Routed metal, one colour a layer:
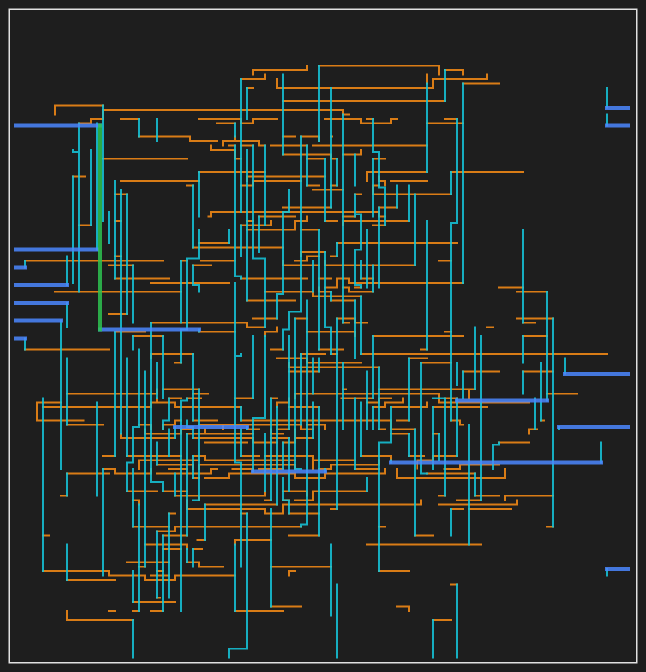
Cells coloured by class:
Fill, decap, tap and diode cells in grey.
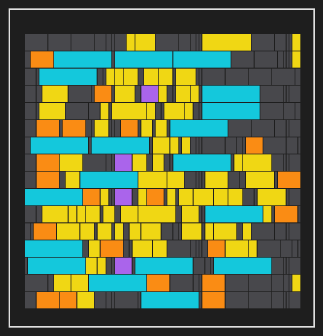
Sizing map:
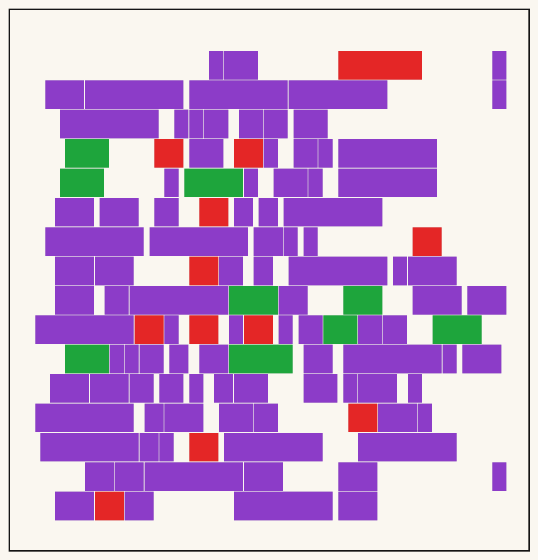
Wires at chosen ports, followed through buffers:
Bar = 10 um.
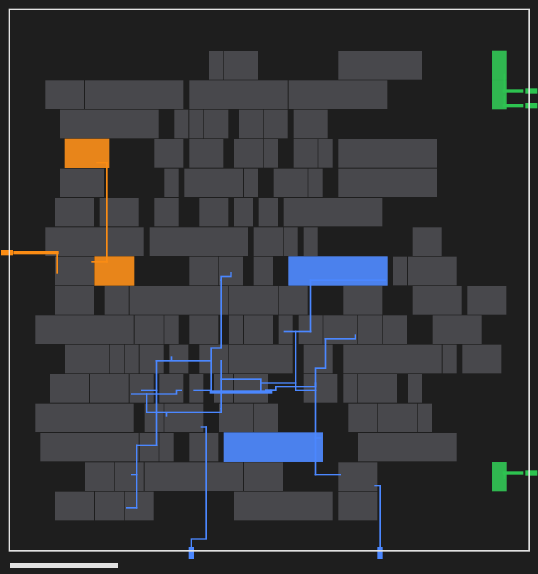
### config.mk
export PLATFORM = sky130hd
export DESIGN_NAME = fire_event_controller
export DESIGN_NICKNAME = d
export VERILOG_FILES = /design/src/rtl/fire_event_controller.sv
export SDC_FILE = /design/constraint.sdc
export NUM_CORES = 1
export LEC_CHECK = 0
export CORE_AREA = 2 2 46 48
export CTS_BUF_LIST = sky130_fd_sc_hd__clkbuf_4 sky130_fd_sc_hd__clkbuf_8
export CTS_CLUSTER_DIAMETER = 40
export DETAILED_ROUTE_END_ITERATION = 7
export DIE_AREA = 0 0 48 50
export PLACE_DENSITY = 0.79
export SKIP_CTS_REPAIR_TIMING = 1
export SLEW_MARGIN = 10
export SYNTH_ARGS = -nofsm -noshare
export SYNTH_HDL_FRONTEND = slang
export SYNTH_SLANG_ARGS = --single-unit
### constraint.sdc
create_clock -name clk -period 1.8 [get_ports clk]
set_input_delay 0.18 -clock clk [delete_from_list [all_inputs] [get_ports clk]]
set_output_delay 0.18 -clock clk [all_outputs]
set_load 0.005 [all_outputs]
### src/rtl/fire_event_controller.sv
// Fire-detection sequencer: periodic sampling, 2-of-3 vote, confirm/clear FSM, latched alarm.
// Define FIRE_FAULT_MON_EN to build the per-sensor disagreement fault monitor.
module fire_event_controller #(
    parameter int unsigned SAMPLE_DIV  = 100,
    parameter int unsigned CONFIRM_CNT = 3,
    parameter int unsigned CLEAR_CNT   = 4,
    parameter int unsigned FAULT_LIMIT = 8
) (
    input  logic       clk,
    input  logic       rst_n,
    input  logic       enable,
    input  logic       temperature,
    input  logic       smoke,
    input  logic       humidity,
    input  logic       alarm_ack,
    output logic       alarm,
    output logic       event_valid,
    output logic [2:0] flag,
    output logic [1:0] state,
    output logic [2:0] sensor_fault
);

    localparam int unsigned TW  = (SAMPLE_DIV > 1) ? $clog2(SAMPLE_DIV) : 1;
    localparam int unsigned CFW = $clog2(CONFIRM_CNT + 1);
    localparam int unsigned CLW = $clog2(CLEAR_CNT + 1);
    localparam logic [TW-1:0]  TICK_LAST = TW'(SAMPLE_DIV - 1);
    localparam logic [CFW-1:0] CONF_LAST = CFW'(CONFIRM_CNT - 1);
    localparam logic [CLW-1:0] CLR_LAST  = CLW'(CLEAR_CNT - 1);

    typedef enum logic [1:0] {
        IDLE    = 2'd0,
        SUSPECT = 2'd1,
        ALARM   = 2'd2,
        HOLD    = 2'd3
    } state_e;

    state_e         state_q, state_d;
    logic [TW-1:0]  tick_cnt_q, tick_cnt_d;
    logic [CFW-1:0] conf_q, conf_d;
    logic [CLW-1:0] clr_q, clr_d;
    logic           alarm_q, alarm_d;
    logic           event_q, event_d;
    logic [2:0]     flag_q, flag_d;
    logic           tick_c;
    logic [2:0]     sense_c;
    logic           vote_c;

    assign sense_c = {temperature, smoke, humidity};
    assign vote_c  = (sense_c[2] & sense_c[1]) | (sense_c[2] & sense_c[0]) | (sense_c[1] & sense_c[0]);

    // Sample tick divider; held at zero while disabled
    always_comb begin
        tick_cnt_d = tick_cnt_q;
        tick_c     = 1'b0;
        if (!enable) begin
            tick_cnt_d = '0;
        end else if (tick_cnt_q >= TICK_LAST) begin
            tick_c     = 1'b1;
            tick_cnt_d = '0;
        end else begin
            tick_cnt_d = tick_cnt_q + TW'(1);
        end
    end

    always_ff @(posedge clk or negedge rst_n) begin
        if (!rst_n) begin
            state_q <= IDLE;
        end else begin
            state_q <= state_d;
        end
    end

    // Next state; ack in ALARM takes priority over a coincident tick
    always_comb begin
        state_d = state_q;
        conf_d  = conf_q;
        clr_d   = clr_q;
        if (!enable) begin
            state_d = IDLE;
            conf_d  = '0;
            clr_d   = '0;
        end else begin
            case (state_q)
                IDLE: begin
                    if (tick_c && vote_c) begin
                        if (CONFIRM_CNT == 1) begin
                            state_d = ALARM;
                            conf_d  = '0;
                        end else begin
                            state_d = SUSPECT;
                            conf_d  = CFW'(1);
                        end
                    end
                end
                SUSPECT: begin
                    if (tick_c) begin
                        if (!vote_c) begin
                            state_d = IDLE;
                            conf_d  = '0;
                        end else if (conf_q >= CONF_LAST) begin
                            state_d = ALARM;
                            conf_d  = '0;
                        end else begin
                            conf_d = conf_q + CFW'(1);
                        end
                    end
                end
                ALARM: begin
                    if (alarm_ack) begin
                        state_d = HOLD;
                        clr_d   = '0;
                    end
                end
                HOLD: begin
                    if (tick_c) begin
                        if (vote_c) begin
                            clr_d = '0;
                        end else if (clr_q >= CLR_LAST) begin
                            state_d = IDLE;
                            clr_d   = '0;
                        end else begin
                            clr_d = clr_q + CLW'(1);
                        end
                    end
                end
                default: state_d = IDLE;
            endcase
        end
    end

    // Registered outputs computed from the upcoming state so they align with ALARM entry
    always_comb begin
        alarm_d = (state_d == ALARM);
        event_d = (state_d == ALARM) && (state_q != ALARM);
        flag_d  = tick_c ? sense_c : flag_q;
    end

    always_ff @(posedge clk or negedge rst_n) begin
        if (!rst_n) begin
            tick_cnt_q <= '0;
            conf_q     <= '0;
            clr_q      <= '0;
            alarm_q    <= 1'b0;
            event_q    <= 1'b0;
            flag_q     <= '0;
        end else begin
            tick_cnt_q <= tick_cnt_d;
            conf_q     <= conf_d;
            clr_q      <= clr_d;
            alarm_q    <= alarm_d;
            event_q    <= event_d;
            flag_q     <= flag_d;
        end
    end

    assign alarm       = alarm_q;
    assign event_valid = event_q;
    assign flag        = flag_q;
    assign state       = state_q;

`ifdef FIRE_FAULT_MON_EN
    localparam int unsigned DW = $clog2(FAULT_LIMIT + 1);
    localparam logic [DW-1:0] DIS_MAX = DW'(FAULT_LIMIT);

    logic [DW-1:0] dis_q [3];
    logic [DW-1:0] dis_d [3];
    logic [2:0]    fault_q, fault_d;

    // Disagreement run length per sensor; fault bit is sticky until reset
    always_comb begin
        fault_d = fault_q;
        for (int i = 0; i < 3; i++) begin
            dis_d[i] = dis_q[i];
            if (tick_c) begin
                if (sense_c[i] != vote_c) begin
                    if (dis_q[i] < DIS_MAX) begin
                        dis_d[i] = dis_q[i] + DW'(1);
                    end
                end else begin
                    dis_d[i] = '0;
                end
                if (dis_d[i] == DIS_MAX) begin
                    fault_d[i] = 1'b1;
                end
            end
        end
    end

    always_ff @(posedge clk or negedge rst_n) begin
        if (!rst_n) begin
            for (int i = 0; i < 3; i++) begin
                dis_q[i] <= '0;
            end
            fault_q <= '0;
        end else begin
            for (int i = 0; i < 3; i++) begin
                dis_q[i] <= dis_d[i];
            end
            fault_q <= fault_d;
        end
    end

    assign sensor_fault = fault_q;
`else
    logic unused_fault_limit;
    assign unused_fault_limit = |FAULT_LIMIT;
    assign sensor_fault       = 3'b000;
`endif

endmodule

==> ci_impl_report.md <==
### Flow metrics

| Metric | Value |
|---|---|
| Total of max-cap violations | `0` |
| CTS tree | `done` |
| DR pass1 iterations | `4` |
| Max H-tree Level | `1` |
| Avg Cell Area, Syn | `10.18 sq um` |
| Top cells by area | `dfrtp_1 (48%), ha_1 (3.8%), nand2_1 (3.4%)` |
| Worst r2r src | `tick_cnt_q[0]` |
| Worst r2r dst | `conf_q[1]` |
| Critical Path Max Stage Delay | `520 ps` |
| DRT iter0 DRCs | `25` |
| Fin worst setup slack | `about 110 ps` |
| Non-Filler Instances | `146` |
| Yosys Instances | `between 90 and 100` |
| Slew Limit Fails | `0` |
| Post-synth EDFFs | `0` |
| Skew-Pair Late Insertion Delay | `290 ps` |
| Longest Clk Path Bufs | `2` |
| Setup violators final | `0` |
| Crit. Startpoint | `tick_cnt_q[0]` |
| Startpoint Class | `register` |
| MUX area fraction | `0.05395` |
| Ys Warns | `0` |
| Global route overflow | `0` |
| Post-Syn Area | `997.2 sq um` |
| Leakage | `0.5850 nW` |
| Cell type with the largest total area | `dfrtp_1` |
| Fin Setup TNS | `0 ps` |
| Count leader, synth | `dfrtp_1` |
| Internal | `564.9 uW` |
| P&R area growth vs syn | `25.09%` |
| Net Sw Frac | `0.2240` |
| Main logic family | `simple AND/OR/NAND/NOR gates` |
| Final Cycle Share | `0.9370` |
| Clk network pwr share | `0.305` |
| Pre-Place Util | `0.5243` |
| Total track usage | `0.1815` |
| WP buf/inv | `0` |
| R2R cell count | `5` |
| Clk Tree Root Cell | `clkbuf_4` |
| Die width | `48 um` |
| Pre-CTS setup slack | `-22.93 ps` |
| Post-DP Area | `~1200 sq um` |
| Flops after synth | `19` |
| Yosys stat chip area | `997.2 sq um` |
| Max rail drop VDD | `0.0004288 V` |
| Largest net degree at the start of global routing | `20` |
| Detail-routed via count per cell | `5.479` |
| Clk sinks | `19` |
| Post-route minimum period | `1687 ps` |
| Die Ht | `about 50 um` |
| Post-synth ARST share | `1.000` |
| Adder-Cell Fraction of Synth Area | `0.04768` |
| Gpl congestion | `about 0.86` |
| Crit-path cells | `ha_2, nor4_4, a21o_1, or4_1, a21boi_1` |
| HP Class | `primary input to asynchronous set/reset pin` |
| # DRC | `0` |
| Fraction of layout cells with a size suffix above 1 | `0.1765` |
| Clock Skews | `8.730 ps` |
| Final instance area | `1247 sq um` |
| CP delay by family, top | `simple AND/OR/NAND/NOR gates` |
| Detailed Place HPWL | `1393 um` |
| Dpl cells | `approximately 140` |
| XOR/XNOR Area Share | `0.03513` |
| Layout filler cell count | `~160` |
| Worst EP arrival | `1910 ps` |
| Mapped Cells | `slightly below 100` |
| Net switching power | `163.1 uW` |
| First-pass GRT wire length | `3146 um` |
| Distinct lib cells used | `38` |
| Slowest cell on the critical path | `or4_1` |
| Port Buffers | `13` |
| Cell Pwr Density | `583.6 nW/um^2` |
| Ant diodes | `0` |
| Fmax | `0.5929 GHz` |
| Rows | `16` |
| CP Depth | `5` |
| Core ar. | `~1900 sq um` |
| Sequential cell fraction of total power | `0.602` |
| Vias post-DR | `~800` |
| Number of buffers created by CTS | `3` |
| Stage-log warning count | `26` |
| Data required, critical path | `2020 ps` |
| Pwr Total | `about 730 uW` |
| Post-Route WL | `1946 um` |
| Simple Share, Synth | `0.1895` |
| Chip area | `roughly 2400 sq um` |
| Clk pin slew, worst setup/hold paths | `110 ps` |
| Status | `finished, final reports clean` |
| Post-layout utilization of the core | `0.6559` |
| Register share after synthesis | `0.4768` |
| R2R Setup Slk | `110 ps` |
| I/O pin total | `17` |
| Comb power frac | `0.092` |
| CP endpoint | `conf_q[1]` |
| Type of the worst setup path | `register to register` |
| Top FF cell, synth | `dfrtp_1` |
| Layout Nets | `about 130` |
| CP Capture Type | `register` |
| Initial antenna violation count | `0` |
| Vias in the first global route | `783` |
| Top-area cell share | `0.4768` |
| Routed Antenna Nets | `0` |
| AO/OA Area Share | `0.1393` |
| Hold Fails Final Rpt | `0` |
| Hold Slack | `203.7 ps` |
| CP Max Fanout | `6` |
| DR WL/cell | `13.33 um` |
| Synth cell count leaders | `dfrtp_1 (19), nand2_1 (9), nor2_1 (7)` |
## Picture notes: 'routed metal, one colour a layer'
[cyan] metal 2 | wire length: 969 um
[green] metal 4 | wire length: 15.6 um
[blue] metal 3 | wire length: 81.9 um
[orange] metal 1 | wire length: 880 um

## Picture notes: 'cells coloured by class'
[purple] clock drivers and dummy loads | cells: 4 | share of their area: 2.5%
[cyan] flops | cells: 19 | share of their area: 39%
[yellow] combinational and other logic | cells: 76 | share of their area: 43%
[orange] other buffers and delay cells | cells: 20 | share of their area: 15%

## Picture notes: 'sizing map'
[green] _2 cells | cells: 9 | share: 7.6%
[purple] _0 and _1 cells | cells: 98 | share: 82%
[red] _3 and _4 cells | cells: 12 | share: 10%

## Picture notes: 'wires at chosen ports, followed through buffers'
[orange] `temperature` | bits: 1 | direction: input | edge: left | end cells: 2 | buffers: 1 | wire: 17.3 um
[blue] `state` | bits: 2 | direction: output | edge: bottom | end cells: 2 | buffers: 2 | wire: 135 um
[green] `sensor_fault` | bits: 3 | direction: output | edge: right | end cells: 3 | buffers: 0 | wire: 7.70 um

## placed cells by master (no fill, tap or decap), drive strengths merged, types with 2 or more instances in the layout
cell           Yosys  routed
clkbuf             1       4
conb               1       3
xor2               2       2
inv                6       6
mux2               3       3
clkdlybuf4s50      0      13
nor2               7       7
mux2i              2       2
a21oi              4       4
nor2b              2       2
xnor2              2       2
nor3               2       2
nand2              9       9
buf                4       7
dfrtp             19      19
a211oi             2       2
and3               3       3
nand4              4       4
and2               3       3
o211ai             2       2
ha                 3       3
## sequential cells by signal, indices dropped and copies added, names as in the netlist
register     count
event_valid      1
flag             3
tick_cnt_q       7
state            2
clr_q            3
conf_q           2
alarm            1
## per-layer routing
layer | share of wire | wire (um) | vias up | global-route usage
met5 | 0 | 0 | - | 0
met4 | 0.0077 | 15 | 0 | 0.06757
met1 | 0.45 | 879 | 390 | 0.2306
met3 | 0.042 | 81 | 2 | 0.03297
met2 | 0.50 | 969 | 20 | 0.2956
li1 | - | - | 388 | -
## area by class of cell
type / instances / area (sq um) / area share
well taps: 27 / 33.78 / 0.02708
inverters: 6 / 22.52 / 0.01805
flip-flops and latches: 19 / 475.5 / 0.3811
repair buffers: 20 / 182.7 / 0.1464
multi-input cells: 70 / 503.0 / 0.4032
clock buffers: 4 / 30.03 / 0.02407
## power by group through the flow
| stage | clock (mW) | combinational [mW] | sequential (mW) |
|---|---|---|---|
| 2_1_floorplan | 0 | 0.0332 | 0.445 |
| 3_3_place_gp | 0 | 0.0605 | 0.445 |
| 3_5_place_dp | 0 | 0.0617 | 0.446 |
| 4_1_cts | 0.233 | 0.0625 | 0.437 |
| 6_report | 0.222 | 0.0671 | 0.439 |
| 5_1_grt | 0.254 | 0.0750 | 0.439 |
Power and IR drop assume default switching activity.
